--- src/rtl/store_buffer.sv ---
// store_buffer: in-order circular store buffer that drains to data memory and stalls loads that hit a pending store word
module store_buffer #(
  parameter int DEPTH = 4
) (
  input  logic                       clk,
  input  logic                       rst,
  input  logic                       st_valid,
  input  logic [1:0]                 st_size,
  input  logic [31:0]                st_addr,
  input  logic [31:0]                st_wdata,
  input  logic                       ld_valid,
  input  logic [31:0]                ld_addr,
  input  logic                       drain_en,
  output logic                       stall,
  output logic                       dmem_we,
  output logic [31:0]                dmem_wa,
  output logic [31:0]                dmem_wd,
  output logic [1:0]                 dmem_store,
  output logic [$clog2(DEPTH):0]     count,
  output logic                       empty,
  output logic                       full
);
  localparam int AW = $clog2(DEPTH);
  localparam int CW = AW + 1;
  logic [1:0]    size_q [DEPTH];
  logic [1:0]    size_d [DEPTH];
  logic [31:0]   addr_q [DEPTH];
  logic [31:0]   addr_d [DEPTH];
  logic [31:0]   data_q [DEPTH];
  logic [31:0]   data_d [DEPTH];
  logic [DEPTH-1:0] valid_q, valid_d;
  logic [AW-1:0] head_q, head_d, tail_q, tail_d;
  logic [CW-1:0] count_q, count_d;
  logic          push, pop, hit;
  assign empty = count_q == '0;
  assign full  = count_q == CW'(DEPTH);
  assign count = count_q;
  assign push  = st_valid && !full;
  assign pop   = !empty && drain_en;
  always_comb begin
    size_d  = size_q;
    addr_d  = addr_q;
    data_d  = data_q;
    valid_d = valid_q;
    if (pop) valid_d[head_q] = 1'b0;
    if (push) begin
      size_d[tail_q]  = (st_size == 2'b11) ? 2'b00 : st_size;
      addr_d[tail_q]  = st_addr;
      data_d[tail_q]  = st_wdata;
      valid_d[tail_q] = 1'b1;
    end
    head_d  = head_q + AW'(pop);
    tail_d  = tail_q + AW'(push);
    count_d = count_q + CW'(push) - CW'(pop);
  end
  // word-granular match against every pending store; no forwarding, the load just waits
  always_comb begin
    hit = 1'b0;
    for (int i = 0; i < DEPTH; i++)
      hit = hit | (valid_q[i] && addr_q[i][31:2] == ld_addr[31:2]);
  end
  always_comb begin
    stall      = st_valid ? full : (ld_valid && hit);
    dmem_we    = pop;
    dmem_wa    = empty ? '0 : addr_q[head_q];
    dmem_wd    = empty ? '0 : data_q[head_q];
    dmem_store = empty ? '0 : size_q[head_q];
  end
  always_ff @(posedge clk) begin
    if (rst) begin
      head_q  <= '0;
      tail_q  <= '0;
      count_q <= '0;
      valid_q <= '0;
    end else begin
      head_q  <= head_d;
      tail_q  <= tail_d;
      count_q <= count_d;
      valid_q <= valid_d;
    end
  end
  always_ff @(posedge clk) begin
    size_q <= size_d;
    addr_q <= addr_d;
    data_q <= data_d;
  end
endmodule

--- config.mk ---
export PLATFORM = sky130hd
export DESIGN_NAME = store_buffer
export DESIGN_NICKNAME = d
export VERILOG_FILES = /design/src/rtl/store_buffer.sv
export SDC_FILE = /design/constraint.sdc
export NUM_CORES = 1
export LEC_CHECK = 0
export CORE_MARGIN = 5
export CORE_UTILIZATION = 54
export DETAILED_ROUTE_END_ITERATION = 10
export GPL_ROUTABILITY_DRIVEN = 0
export HOLD_SLACK_MARGIN = 0.03
export PLACE_DENSITY = 0.85
export SLEW_MARGIN = 20
export SYNTH_ARGS = -nofsm -noshare
export SYNTH_HDL_FRONTEND = slang
export SYNTH_SLANG_ARGS = --single-unit
--- constraint.sdc ---
create_clock -name clk -period 18.4 [get_ports clk]
set_input_delay 3.68 -clock clk [delete_from_list [all_inputs] [get_ports clk]]
set_output_delay 3.68 -clock clk [all_outputs]
set_load 0.02 [all_outputs]
Run 1, the metal 1 layer:
(1.5 px per micron) Supply wires on this layer in grey.
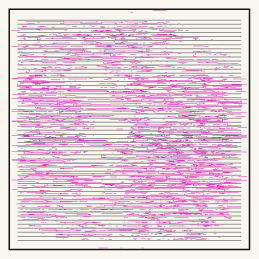
main direction: horizontal
wire length on this layer: 10400 microns
share of all routed wire: 38%
nets with wire on the layer: 836
longest straight run: 41.9 microns

Run 1, the clock network:
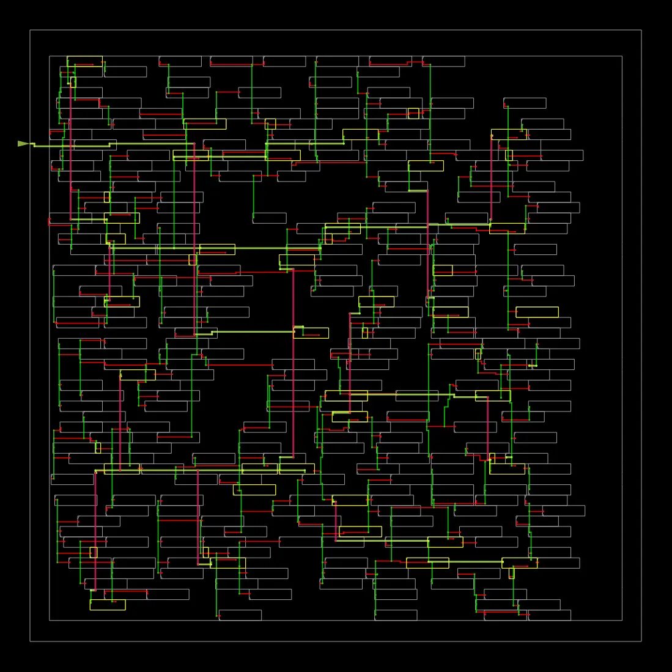
Clock group: 0.586 mW
flop count: 275
layout clock buffer count: 33
sink count of the clock tree: 275

Run 1, cell area per tile:
(2 px per micron) 16 x 16 tiles, from white (low) to dark blue (high), 0 to 100% covered.
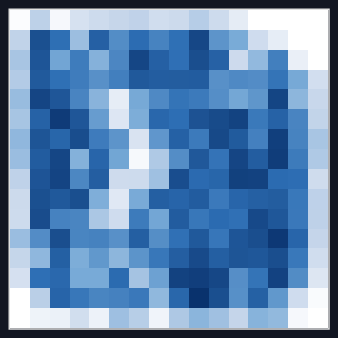
fullest tile: 99%
emptiest ninth of the die: north-east
densest ninth of the die: east
tiles over 75% full: 34%
fin util: 0.678
Initial Utilization: 0.549
core area: 0.0219 sq mm

run 1: cell usage in the layout, fill, tap and decap left out, types with 2 or more instances in the layout:
cell             count
a21oi_1              5
and2_1              66
buf_4                6
bufinv_16            6
clkbuf_1             4
clkbuf_16           27
clkbuf_8             2
clkdlybuf4s50_1    173
clkinv_1             4
clkinv_2             4
clkinvlp_4           2
dfxtp_1              9
dfxtp_4              2
edfxtp_1           264
ha_1                 4
inv_1                4
inv_2                2
mux4_2              66
nand2_1              3
nand4_1             23
nor2_1               8
nor2b_1              6
nor4_1              16
xnor2_1             73
xnor2_2              7
xor2_1              44
run 1: metal layers:
metal	global-route usage	up-vias	routed length [microns]
met1	0.281	3227	10400
li1	-	2881	-
met4	0.0675	4	858
met3	0.0484	59	2390
met2	0.350	306	13400
met5	0	-	27
run 1: layout make-up:
cell class,count,share of cell area
Clock inverter,16,0.0155
Timing Repair Buffer,180,0.121
Clock buffer,33,0.0484
Inverter,6,0.00152
Tap cell,280,0.0236
Multi-Input combinational cell,335,0.241
Sequential cell,275,0.550
run 1: cells in the mapped netlist, types with 4 or more instances:
cell type  number
ha_1            4
nand4_1        23
and2_1         66
clkbuf_1       16
xor2_1         44
dfxtp_1        11
inv_1           4
edfxtp_1      264
nor2b_1         6
xnor2_1        73
a21oi_1         5
nor4_1         16
buf_2           7
mux4_2         66
buf_6          17
xnor2_2         7
nor2_1          9
run 1: registers in the layout, indices dropped and copies added (netlist names):
signal	cells
addr_q	128
data_q	128
size_q	8
valid_q	4
count	3
head_q	2
tail_q	2
run 1: worst max-delay path: cells and delay by family:
kind,cells,cell delay (ps)
compound gates,1,210
xor+xnor,1,300
buf+inv,2,1210
simple gates,4,850
run 1: worst min path at each step:
stage / start / slack, ps / to / cells past startpoint
6_report: valid_q[2]$_SDFF_PP0_ / 520 / valid_q[2]$_SDFF_PP0_ / 2
5_1_grt: valid_q[2]$_SDFF_PP0_ / 570 / valid_q[2]$_SDFF_PP0_ / 2
2_1_floorplan: valid_q[0]$_SDFF_PP0_ / 460 / valid_q[0]$_SDFF_PP0_ / 2
3_5_place_dp: valid_q[2]$_SDFF_PP0_ / 500 / valid_q[2]$_SDFF_PP0_ / 2
3_3_place_gp: valid_q[3]$_SDFF_PP0_ / 490 / valid_q[3]$_SDFF_PP0_ / 2
4_1_cts: valid_q[2]$_SDFF_PP0_ / 520 / valid_q[2]$_SDFF_PP0_ / 2
run 1: power by group through the flow:
| stage | sequential, mW | clock [mW] | combinational, mW |
|---|---|---|---|
| floorplan | 0.805 | 0 | 0.421 |
| global placement | 0.826 | 0 | 0.664 |
| detailed placement | 0.830 | 0 | 0.670 |
| CTS | 0.817 | 0.597 | 0.675 |
| global route | 0.824 | 0.627 | 0.704 |
| finish | 0.815 | 0.586 | 0.664 |
run 1: logic make-up after synthesis:
family / after synthesis
mux: 66
compound gates: 7
fa+ha+maj: 5
simple gates: 133
buf+inv: 47
flops: 275
xor+xnor: 124
==> summary.json, run 1 <==
{
  "status": {"value": "complete, no violations"},
  "synth_sequential_area_ratio": {"value": 0.678},
  "yosysUniqueCellTypes": {"value": 31},
  "switching_power": {"value": 0.606, "unit": "mW"},
  "setup_viol_count_final": {"value": 0},
  "yosys_cells": {"value": 657},
  "instances_no_fill": {"value": 1125},
  "global_route_wire_length_before_repair": {"value": 41600, "unit": "microns"},
  "synthDominantAreaCellType": {"value": "edfxtp_1"},
  "dpl_hpwl": {"value": 17900, "unit": "microns"},
  "final.fill_count": {"value": 1448},
  "regToRegSetupSlack": {"value": 15570, "unit": "ps"},
  "finalHoldWorstSlack": {"value": 522, "unit": "ps"},
  "arrival": {"value": 6250, "unit": "ps"},
  "port-buffer-count": {"value": 173},
  "timing_hold_violations_final": {"value": 0},
  "vias_per_cell": {"value": 5.76},
  "totalWireLength": {"value": 27100, "unit": "microns"},
  "number_of_gates_given_a_new_drive_strength_after_cts": {"value": 0},
  "slowest_stage": {"value": "clkdlybuf4s50_1"},
  "grt_overflow_total": {"value": 0},
  "area_taken_by_flip_flops_and_latches": {"value": 0.00816, "unit": "sq mm"},
  "achievable-frequency": {"value": 101, "unit": "MHz"},
  "finalSetupTns": {"value": 0, "unit": "ps"},
  "timing.critical_path.slowest_cell_delay": {"value": 660, "unit": "ps"},
  "clockRootBuffer": {"value": "clkbuf_16"},
  "io_pins": {"value": 176},
  "flop_cell": {"value": "edfxtp_1"},
  "cts-htree-levels": {"value": 1},
  "synth_adder_area_share": {"value": 0.00583},
  "cellPowerDensity": {"value": 139, "unit": "mW/mm^2"},
  "num_vias": {"value": 6477},
  "detailedPlace.worstSlack": {"value": 8500, "unit": "ps"},
  "ys_sh_mux": {"value": 0.124},
  "syn_inst": {"value": 657},
  "placedCellCount": {"value": 1075},
  "slew_at_the_pin_closest_to_its_max_slew_limit": {"value": 1080, "unit": "ps"},
  "synthAoiAreaFrac": {"value": 0.00323},
  "worst_setup_hold_path_clk_slew": {"value": 60, "unit": "ps"},
  "area.growth.synth_to_final": {"value": 23.5, "unit": "%"},
  "final.period_utilization": {"value": 0.540},
  "worst_hold_path_type": {"value": "flop to flop"},
  "cts_setup_buffers": {"value": 0},
  "insertion_delay": {"value": 530, "unit": "ps"},
  "finished_layout_cell_area": {"value": 0.0148, "unit": "sq mm"},
  "grt_max_degree": {"value": 72},
  "yosys.stat.chipArea": {"value": 0.0120, "unit": "sq mm"},
  "layout-drive-gt1-share": {"value": 0.155},
  "first_global_vias": {"value": 7053},
  "swShare": {"value": 0.293},
  "dpl-instance-area": {"value": 0.0139, "unit": "sq mm"},
  "die_w": {"value": 159, "unit": "microns"},
  "route.detailed.wl_per_inst": {"value": 24.1, "unit": "microns"},
  "worstReg2RegEnd": {"value": "count[2]$_SDFF_PP0_"},
  "timing.critical_path.cells": {"value": "clkdlybuf4s50_1 > xnor2_1 > nand4_1 > nor4_1 > nand4_1 > and3_1 > a21oi_1 > clkdlybuf4s50_1"},
  "rsz_0062_raised_after_global_routing": {"value": "no"},
  "skew": {"value": 11.7, "unit": "ps"},
  "standby_leakage_power": {"value": 4.73, "unit": "nW"},
  "logic_family": {"value": "multiplexers"},
  "worst-setup-path-type": {"value": "primary input to output port"},
  "post_synth.cell_area_avg": {"value": 18.3, "unit": "sq um"},
  "grt_antenna_before_repair": {"value": 2},
  "power.total": {"value": 2.07, "unit": "mW"},
  "fin_nets": {"value": 933},
  "cell_internal_pwr": {"value": 1.46, "unit": "mW"},
  "pwr-share-clk": {"value": 0.284}
}
Run 1, routed clock nets over the placement:
(2 px per micron)
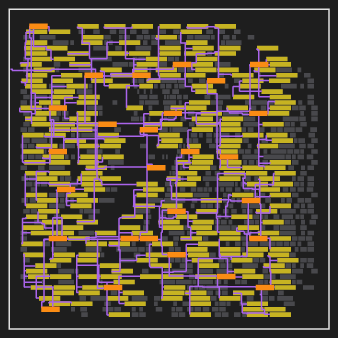

--- run 2 (diff from run 1) ---
- CORE_UTILIZATION: 54 -> 49
- PLACE_DENSITY: 0.85 -> 0.82
- clock period: 18.4 -> 8.6 ns (I/O delays scaled with it)
Run 2, routed clock nets over the placement:
(2 px per micron)
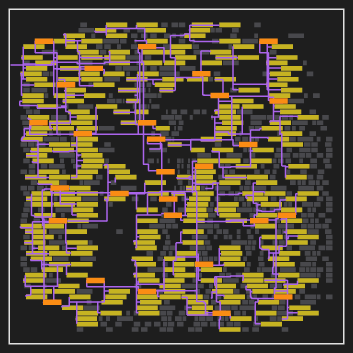
[clock-net drivers] orange | count: 28
[clock wires] purple | length: 3080 microns
[flip-flops] yellow | count: 275
routed clock nets: 29
flops lie: spread over the die

==> run 2 against run 1 <==
  * Register-to-register slack got worse by 10000 ps
  * Cell area decreased by 0.40%
  * Global-route usage decreased by 1.8 points
  * Wire length increased by 0.11%
  * Critical path depth unchanged
  * Clock skew increased by 6.6 ps
  * Sequential power increased by 120%
  * Via count about the same
  * Non-clock buffer count unchanged
  * Synthesized area unchanged
  * Sequential share of layout area increased by 0.22 points
  * Critical endpoint unchanged
  * Highest routed layer unchanged
==> summary.json, run 2 <==
{
  "fin_nets": {"value": 934},
  "totalWireLength": {"value": 27100, "unit": "microns"},
  "top_flop_regs": {"value": "addr_q x128, data_q x128, size_q x8"},
  "worst-setup-path-type": {"value": "primary input to output port"},
  "timing_hold_violations_final": {"value": 0},
  "worst_setup_hold_path_clk_slew": {"value": 60, "unit": "ps"},
  "grt_max_degree": {"value": 72},
  "cellPowerDensity": {"value": 288, "unit": "mW/mm^2"},
  "global_route_wire_length_before_repair": {"value": 41600, "unit": "microns"},
  "layout-drive-gt1-share": {"value": 0.150},
  "post_synth.cell_area_avg": {"value": 18.3, "unit": "sq um"},
  "final.fill_count": {"value": 1820},
  "layout_top_cells_excl_fill_tap": {"value": "edfxtp_1, clkdlybuf4s50_1, xnor2_1"},
  "synthDominantAreaCellType": {"value": "edfxtp_1"},
  "pwr-share-clk": {"value": 0.256},
  "first_pass_iters": {"value": 5},
  "cts_setup_buffers": {"value": 0},
  "status": {"value": "complete, no violations"},
  "swShare": {"value": 0.305},
  "synthTopCellsByCount": {"value": "edfxtp_1, xnor2_1, and2_1, mux4_2, xor2_1"},
  "most_frequent_cell_after_synthesis": {"value": "edfxtp_1"},
  "dpl_hpwl": {"value": 18000, "unit": "microns"},
  "grt_overflow_total": {"value": 0},
  "placedCellCount": {"value": 1119},
  "grt_antenna_before_repair": {"value": 4},
  "slew_at_the_pin_closest_to_its_max_slew_limit": {"value": 1100, "unit": "ps"},
  "finalSetupTns": {"value": 0, "unit": "ps"},
  "design.core.area": {"value": 0.0242, "unit": "sq mm"},
  "instances_no_fill": {"value": 1171},
  "num_vias": {"value": 6471},
  "final.period_utilization": {"value": 0.722},
  "yosysUniqueCellTypes": {"value": 31},
  "standby_leakage_power": {"value": 4.67, "unit": "nW"},
  "clkSinkCount": {"value": 275},
  "synth_sequential_area_ratio": {"value": 0.678},
  "clockRootBuffer": {"value": "clkbuf_16"},
  "worst_hold_path_type": {"value": "flop to flop"},
  "lay_top_count": {"value": "edfxtp_1"},
  "power_share_of_the_sequential_group": {"value": 0.413},
  "achievable-frequency": {"value": 161, "unit": "MHz"},
  "cell_internal_pwr": {"value": 2.96, "unit": "mW"},
  "area.growth.synth_to_final": {"value": 23.0, "unit": "%"},
  "detailedPlace.worstSlack": {"value": 2390, "unit": "ps"},
  "flop_cell": {"value": "edfxtp_1"},
  "io_pins": {"value": 176},
  "cts-htree-levels": {"value": 1},
  "rsz_0062_raised_after_global_routing": {"value": "no"},
  "port-buffer-count": {"value": 173},
  "route.detailed.wl_per_inst": {"value": 23.2, "unit": "microns"},
  "first_global_vias": {"value": 6950},
  "setup_viol_count_final": {"value": 0},
  "number_of_gates_given_a_new_drive_strength_after_cts": {"value": 0},
  "yosys.stat.chipArea": {"value": 0.0120, "unit": "sq mm"}
}
Run 2, the clock network:
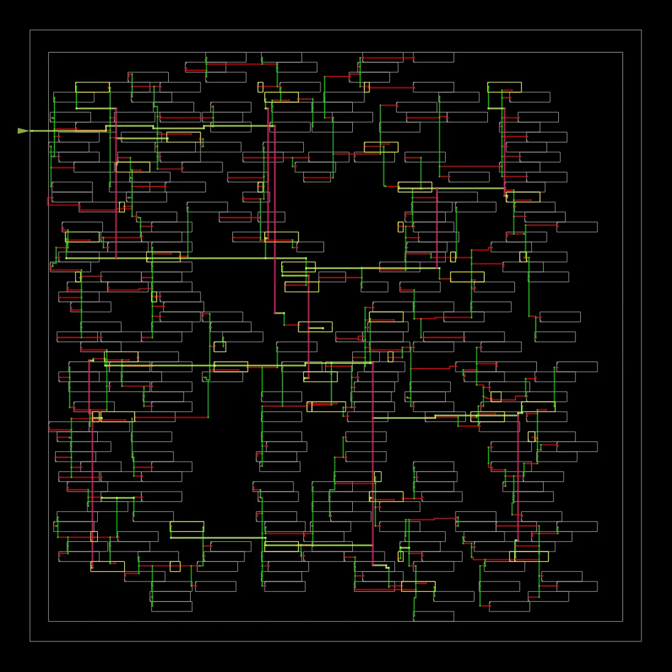
Clock group: 1.09 mW
clock latency at the later pin of the worst-skew pair: 530 ps
Clock Skew: 18.3 ps
layout clock buffer count: 34

==> run 2: netlist changes by cell type in the layout (fill, tap and decap cells not counted), moves of 2 or more <==
cell / change
diode_2: +2
clkbuf_16: +2
clkinv_1: +3
bufinv_16: -6
clkbuf_8: -2
==> run 2: cell type report <==
cell class | count | area, sq um | area share
well taps | 324 | 405 | 0.0274
clock inverters | 15 | 75.1 | 0.00508
flip-flops and latches | 275 | 8160 | 0.552
repair buffers | 180 | 1800 | 0.122
diodes | 2 | 5.00 | 0.000339
inverters | 6 | 22.5 | 0.00152
clock buffers | 34 | 744 | 0.0504
multi-input cells | 335 | 3570 | 0.242
==> run 2: power groups by stage <==
stage          clock (mW)  sequential (mW)  combinational, mW
5_1_grt              1.17             1.78               1.50
3_3_place_gp            0             1.79               1.41
4_1_cts              1.11             1.77               1.44
3_5_place_dp            0             1.80               1.43
6_report             1.09             1.76               1.41
2_1_floorplan           0             1.72              0.900
==> run 2: cells by family (layout without fill, tap and decap cells) <==
family,Yosys count,after routing,share of synthesized area
AND-OR/OR-AND,7,7,0.00323
XOR/XNOR,124,124,0.0948
adder cells (fa/ha/maj),5,5,0.00583
buffers and inverters,47,235,0.0264
flip-flops,275,275,0.678
multiplexers,66,66,0.124
other,0,2,0
AND/OR/NAND/NOR,133,133,0.0675
==> run 2: metal layers <==
| layer | GRT usage | routed length [microns] |
|---|---|---|
| met5 | 0 | 47 |
| met2 | 0.316 | 13100 |
| met3 | 0.0486 | 2380 |
| met4 | 0.0516 | 751 |
| met1 | 0.263 | 10800 |
==> run 2: final timing paths <==
check	startpoint	endpoint	slack, ps	depth (start not counted)
max	ld_addr[10]	stall	2390	8
min	valid_q[3]$_SDFF_PP0_	valid_q[3]$_SDFF_PP0_	500	2
max reg2reg	count[1]$_SDFF_PP0_	count[2]$_SDFF_PP0_	5410	11
min reg2reg	valid_q[3]$_SDFF_PP0_	valid_q[3]$_SDFF_PP0_	500	2
==> run 2: critical path: stages <==
cell             delay [ps]
clkdlybuf4s50_1         530
xnor2_1                 360
nand4_1                 230
nor4_1                  460
nand4_1                 130
and3_1                  190
a21oi_1                 210
clkdlybuf4s50_1         650
==> run 2: stage by stage <==
step / utilization / cell area [sq um] / total power [mW] / hold WS (ps)
after floorplan: - / 12000 / 2.62 / 456
after global placement: 0.574 / 13900 / 3.20 / 496
after detailed placement: 0.574 / 13900 / 3.22 / 482
after global routing: 0.609 / 14800 / 4.46 / 538
final: 0.609 / 14800 / 4.26 / 500
after CTS: 0.608 / 14700 / 4.32 / 502
Power is estimated from default activity; no workload was simulated.
